==> src/rtl/quadrature_decoder.sv <==
// rtl/quadrature_decoder.sv - quadrature A/B synchroniser, glitch filter and x4 step/dir decoder
module quadrature_decoder #(
    parameter int SYNC_STAGES = 2,
    parameter int FILT_LEN    = 4,
    parameter int ERR_W       = 8
) (
    input  logic             clk,
    input  logic             rst,
    input  logic             en_in,
    input  logic             a_in,
    input  logic             b_in,
    output logic             step,
    output logic             dir,
    output logic             err,
    output logic [ERR_W-1:0] err_count
);

    localparam int INIT_CYC = SYNC_STAGES + FILT_LEN;
    localparam int CNT_W    = $clog2(FILT_LEN + 1);
    localparam int INIT_W   = $clog2(INIT_CYC + 1);
    localparam logic [CNT_W-1:0]  FILT_MAX  = CNT_W'(FILT_LEN - 1);
    localparam logic [INIT_W-1:0] INIT_LAST = INIT_W'(INIT_CYC - 1);

    typedef enum logic {ST_INIT, ST_TRACK} state_t;

    state_t                   state_q, state_d;
    logic [INIT_W-1:0]        init_cnt_q, init_cnt_d;

    // Index 1 is phase A, index 0 is phase B, so {A,B} packs as a 2-bit state.
    logic [SYNC_STAGES-1:0]   sync_q [2];
    logic [SYNC_STAGES-1:0]   sync_d [2];
    logic [CNT_W-1:0]         cnt_q  [2];
    logic [CNT_W-1:0]         cnt_d  [2];
    logic [1:0]               filt_q, filt_d;
    logic [1:0]               prev_q, prev_d;
    logic [1:0]               raw, synced, delta;
    logic                     tracking;
    logic                     step_q, step_d;
    logic                     dir_q, dir_d;
    logic                     err_q, err_d;
    logic [ERR_W-1:0]         err_count_q, err_count_d;

    assign raw       = {a_in, b_in};
    assign synced    = {sync_q[1][SYNC_STAGES-1], sync_q[0][SYNC_STAGES-1]};
    // Decoding only happens while tracking and enabled; a low en_in silences outputs at once.
    assign tracking  = (state_q == ST_TRACK) && en_in;
    assign delta     = prev_q ^ filt_q;

    assign step      = step_q;
    assign dir       = dir_q;
    assign err       = err_q;
    assign err_count = err_count_q;

    // FSM state register
    always_ff @(posedge clk or posedge rst) begin
        if (rst) begin
            state_q    <= ST_INIT;
            init_cnt_q <= '0;
        end else begin
            state_q    <= state_d;
            init_cnt_q <= init_cnt_d;
        end
    end

    // FSM next state: INIT waits for the sync chain and filter window to fill before tracking
    always_comb begin
        state_d    = state_q;
        init_cnt_d = init_cnt_q;
        if (!en_in) begin
            state_d    = ST_INIT;
            init_cnt_d = '0;
        end else if (state_q == ST_INIT) begin
            if (init_cnt_q == INIT_LAST) begin
                state_d    = ST_TRACK;
                init_cnt_d = '0;
            end else begin
                init_cnt_d = init_cnt_q + 1'b1;
            end
        end
    end

    // FSM outputs and datapath: synchronise, filter, decode, count errors
    always_comb begin
        filt_d      = filt_q;
        prev_d      = prev_q;
        step_d      = 1'b0;
        err_d       = 1'b0;
        dir_d       = dir_q;
        err_count_d = err_count_q;
        for (int i = 0; i < 2; i++) begin
            sync_d[i] = {sync_q[i][SYNC_STAGES-2:0], raw[i]};
            cnt_d[i]  = '0;
        end
        if (!tracking) begin
            // Filter bypassed: adopt the synced levels so tracking starts with no pending edge.
            filt_d = synced;
            prev_d = synced;
        end else begin
            for (int i = 0; i < 2; i++) begin
                if (synced[i] != filt_q[i]) begin
                    if (cnt_q[i] == FILT_MAX) begin
                        filt_d[i] = synced[i];
                    end else begin
                        cnt_d[i] = cnt_q[i] + 1'b1;
                    end
                end
            end
            prev_d = filt_q;
            step_d = (delta == 2'b01) || (delta == 2'b10);
            err_d  = (delta == 2'b11);
            // Forward (00->10->11->01) exactly when the new A differs from the old B.
            if (step_d) begin
                dir_d = prev_q[0] ^ filt_q[1];
            end
        end
        if (err_d && (err_count_q != {ERR_W{1'b1}})) begin
            err_count_d = err_count_q + 1'b1;
        end
    end

    // Datapath registers
    always_ff @(posedge clk or posedge rst) begin
        if (rst) begin
            for (int i = 0; i < 2; i++) begin
                sync_q[i] <= '0;
                cnt_q[i]  <= '0;
            end
            filt_q      <= '0;
            prev_q      <= '0;
            step_q      <= 1'b0;
            dir_q       <= 1'b0;
            err_q       <= 1'b0;
            err_count_q <= '0;
        end else begin
            for (int i = 0; i < 2; i++) begin
                sync_q[i] <= sync_d[i];
                cnt_q[i]  <= cnt_d[i];
            end
            filt_q      <= filt_d;
            prev_q      <= prev_d;
            step_q      <= step_d;
            dir_q       <= dir_d;
            err_q       <= err_d;
            err_count_q <= err_count_d;
        end
    end

endmodule

==> config.mk <==
export PLATFORM = sky130hd
export DESIGN_NAME = quadrature_decoder
export DESIGN_NICKNAME = d
export VERILOG_FILES = /design/src/rtl/quadrature_decoder.sv
export SDC_FILE = /design/constraint.sdc
export NUM_CORES = 1
export LEC_CHECK = 0
export CORE_ASPECT_RATIO = 0.5
export CORE_MARGIN = 5
export CORE_UTILIZATION = 23
export DETAILED_ROUTE_END_ITERATION = 12
export PLACE_DENSITY = 0.39
export SLEW_MARGIN = 30
export SYNTH_ARGS = -nofsm -noshare
export SYNTH_HDL_FRONTEND = slang
export SYNTH_SLANG_ARGS = --single-unit
==> constraint.sdc <==
create_clock -name clk -period 3.25 [get_ports clk]
set_input_delay 0.4875 -clock clk [delete_from_list [all_inputs] [get_ports clk]]
set_output_delay 0.4875 -clock clk [all_outputs]
set_load 0.01 [all_outputs]
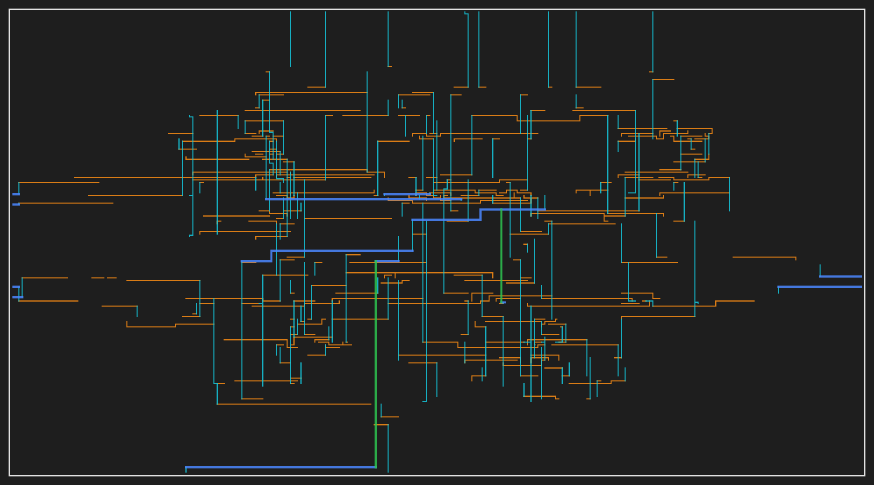
Figure 1: run 1, routed metal, one colour a layer.
green -> met4  # wire length 39.4 µm
blue -> met3  # wire length 122 µm
orange -> met1  # wire length 1150 µm
cyan -> met2  # wire length 842 µm

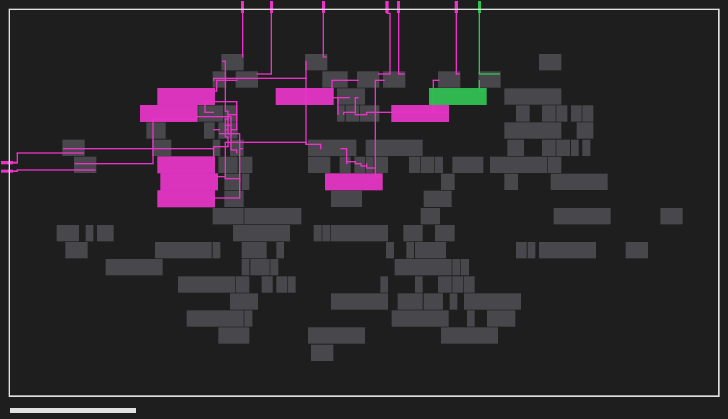
Figure 2: run 1, wires at chosen ports, followed through buffers.
The bar under the picture is 20 µm long.
magenta -> `err_count`  # bits 8, direction output, edge 6 top, 2 left, end cells 8, buffers 8, wire 332 µm
green -> `err`  # bits 1, direction output, edge top, end cells 1, buffers 1, wire 15.8 µm

==> summary.txt, run 1 <==
fresh numbers from the pnr run: Max stage delay on crit path=0.58 ns, Clock Network Area Fraction=under 10%, H-Tree Depth=2, AO/OA Area Share=slightly above 4%, Clock Skews=0.00469 ns, hold path startpoint=sync_d[3], final net count=135, Non-CTS inverters=3, Final Slew Violations=0, Startpoint Class=flip-flop, clock tree from TritonCTS=done, met1 Track Usage GR=between 10% and 20%, Total Wirelength=2150 µm, synthesized instance count=103, Yosys chip area=1210 µm², P_leak=0.696 nW, Final setup viols=0, dpl hpwl=about 1600 µm, GR Layer Usage met2=9.68%, CP Class=flip-flop to primary output, Synth logic family=simple AND/OR/NAND/NOR gates, Synth Area in Simple Gates=20.8%, worst slack at placement=1.17 ns, fraction of registers with async set/reset=100%, Tmin final=1.80 ns, core utilization before placement=about a quarter, Net Sw Frac=a little under a quarter, Crit path arrival time=approximately 1.3 ns, MI comb cells=71, Die Wd=113 µm, outcome=complete, no violations, Clk. pwr=approximately 0.28 mW, Synth top cell by count=dfrtp_1, Post-Synth XOR/XNOR Area=6.49%, worst setup margin=1.45 ns, cell area power density=464 nW/µm², first-pass GRT wire length=3880 µm, clock network power share=between 30% and 40%, #FFs+latches synth=29, Worst Tran Pin Value=0.365 ns, final hold viol count=0, Max-area cell class=flip-flops and latches, clk slew on worst S/H paths=approximately 0.06 ns, largest area contributor in the synthesized netlist=dfrtp_1, vias in the first global route=834, Levels on crit path=1, 1st-pass router iterations=4, design area=1540 µm², setup TNS=0 ns, gr usage total=7.47%, tool warning count=26, Fillers=a little over 500
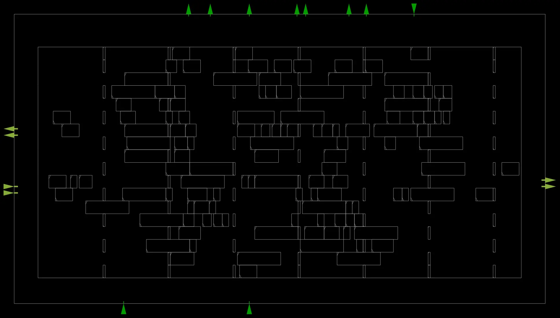
Figure 3: run 1, placement view.
Core Region: 5020 µm²
n_taps: 70
Flops: 29
fin cells: 197
Core Rows: 18

[run 1: flip-flops by register name, summed over array words and instances, names as in the netlist]
register    cells
dir             1
state_q         1
err             1
prev_q          2
step            1
filt_q          2
sync_d          2
err_count       8
sync_q          2
init_cnt_q      3
cnt_q           6
[run 1: metal layers]
metal / vias to the layer above / part of all wire, %
met1: 361 / 53
li1: 395 / -
met4: 0 / 1.8
met5: - / 0
met2: 18 / 39
met3: 4 / 5.7
[run 1: cells by family after synthesis]
group | count (synthesis)
AND/OR/NAND/NOR | 45
flip-flops | 29
AND-OR/OR-AND | 9
XOR/XNOR | 9
multiplexers | 4
adder cells (fa/ha/maj) | 4
buffers and inverters | 3
==> run 1 -> run 2 <==
clock period = 1.9 ns   (was 3.25 ns; I/O delays follow)
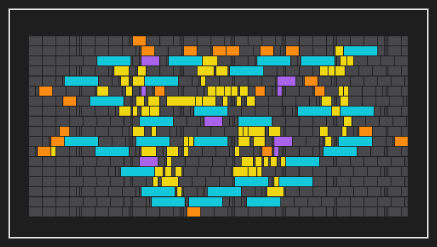
Figure 4: run 2, cells coloured by class.
Fill, decap, tap and diode cells in grey.
cyan -> flops  # cells 29, share of their area 49%
yellow -> all other logic  # cells 74, share of their area 33%
orange -> other buffers and delay cells  # cells 20, share of their area 13%
purple -> clock drivers and dummy loads  # cells 8, share of their area 5.4%

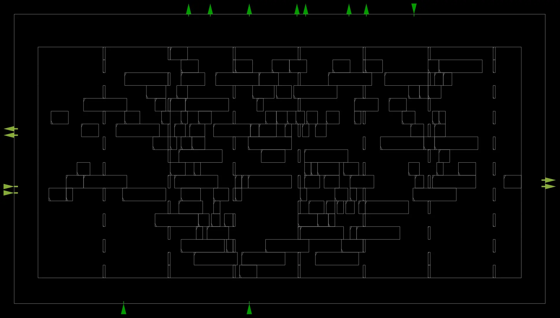
Figure 5: run 2, placement view.
fin cells: 201
Fillers: 524
Final Util: 31.2%

==> summary.txt, run 2 <==
fresh numbers from the pnr run: Core Region=5020 µm² (unchanged), largest area contributor in the synthesized netlist=dfrtp_1 (unchanged), H-Tree Depth=2 (unchanged), GR Layer Usage met2=9.26% (was 9.68%), clock tree from TritonCTS=done (unchanged), Met3 Wirelength=91 µm (was 122 µm), tool warning count=26 (unchanged), P_leak=0.717 nW (was 0.696 nW), fraction of registers with async set/reset=100% (unchanged), Final Slew Violations=0 (unchanged), max reg flops=8 (unchanged), core utilization before placement=24.2% (unchanged), Yosys chip area=1210 µm² (unchanged), worst setup margin=0.285 ns (was 1.45 ns), final net count=139 (was 135), routed length on met2=867 µm (was 841 µm), Crit path arrival time=1.77 ns (was 1.31 ns), #FFs+latches synth=29 (unchanged), setup TNS=0 ns (unchanged), Net Sw Frac=23.1% (was 22.6%), met1 Track Usage GR=10.5% (was 10.3%), outcome=complete, no violations (unchanged), wl on met1=1240 µm (was 1150 µm), AO/OA Area Share=4.12% (unchanged), Core Rows=18 (unchanged), Post-Synth XOR/XNOR Area=6.49% (unchanged), Clock Skews=0.00567 ns (was 0.00469 ns), Die Wd=113 µm (unchanged), Max stage delay on crit path=0.43 ns (was 0.58 ns), clock network power share=39.0% (was 38.7%), Total Wirelength=2240 µm (was 2150 µm), Tmin final=roughly 1.6 ns, Worst Tran Pin Value=0.374 ns (was 0.365 ns), cell area power density=787 nW/µm² (was 464 nW/µm²), 1st-pass router iterations=3 (was 4), clk slew on worst S/H paths=0.06 ns (about the same), Final setup viols=0 (unchanged)
run 2: final cells by class:
class,count,share of cell area (%)
clock buffers,8,5.10
inverters,3,0.718
multi-input cells,71,30.4
flip-flops and latches,29,46.3
well taps,70,5.58
repair buffers,20,12.0
run 2: worst paths after layout:
kind	from	endpoint
worst min register to register	sync_d[3]	sync_q[3]
max in group asynchronous	rst	cnt_q[2]
min in group asynchronous	rst	sync_d[3]
worst max-delay path	filt_q[0]	err_count[6]
worst min-delay path	sync_d[3]	sync_q[3]
worst max register to register	filt_q[0]	err_count[6]
run 2: stage by stage:
step                hold WS [ns]  util (%)  total power, mW  cells
global route               0.354      31.2             1.31    201
detailed placement         0.337      29.6            0.767    193
floorplan                  0.316         -            0.717    103
finish                     0.348      31.2             1.23    201
global placement           0.334      29.6            0.765    193
CTS                        0.351      31.2             1.26    201
Power and IR drop assume default switching activity.
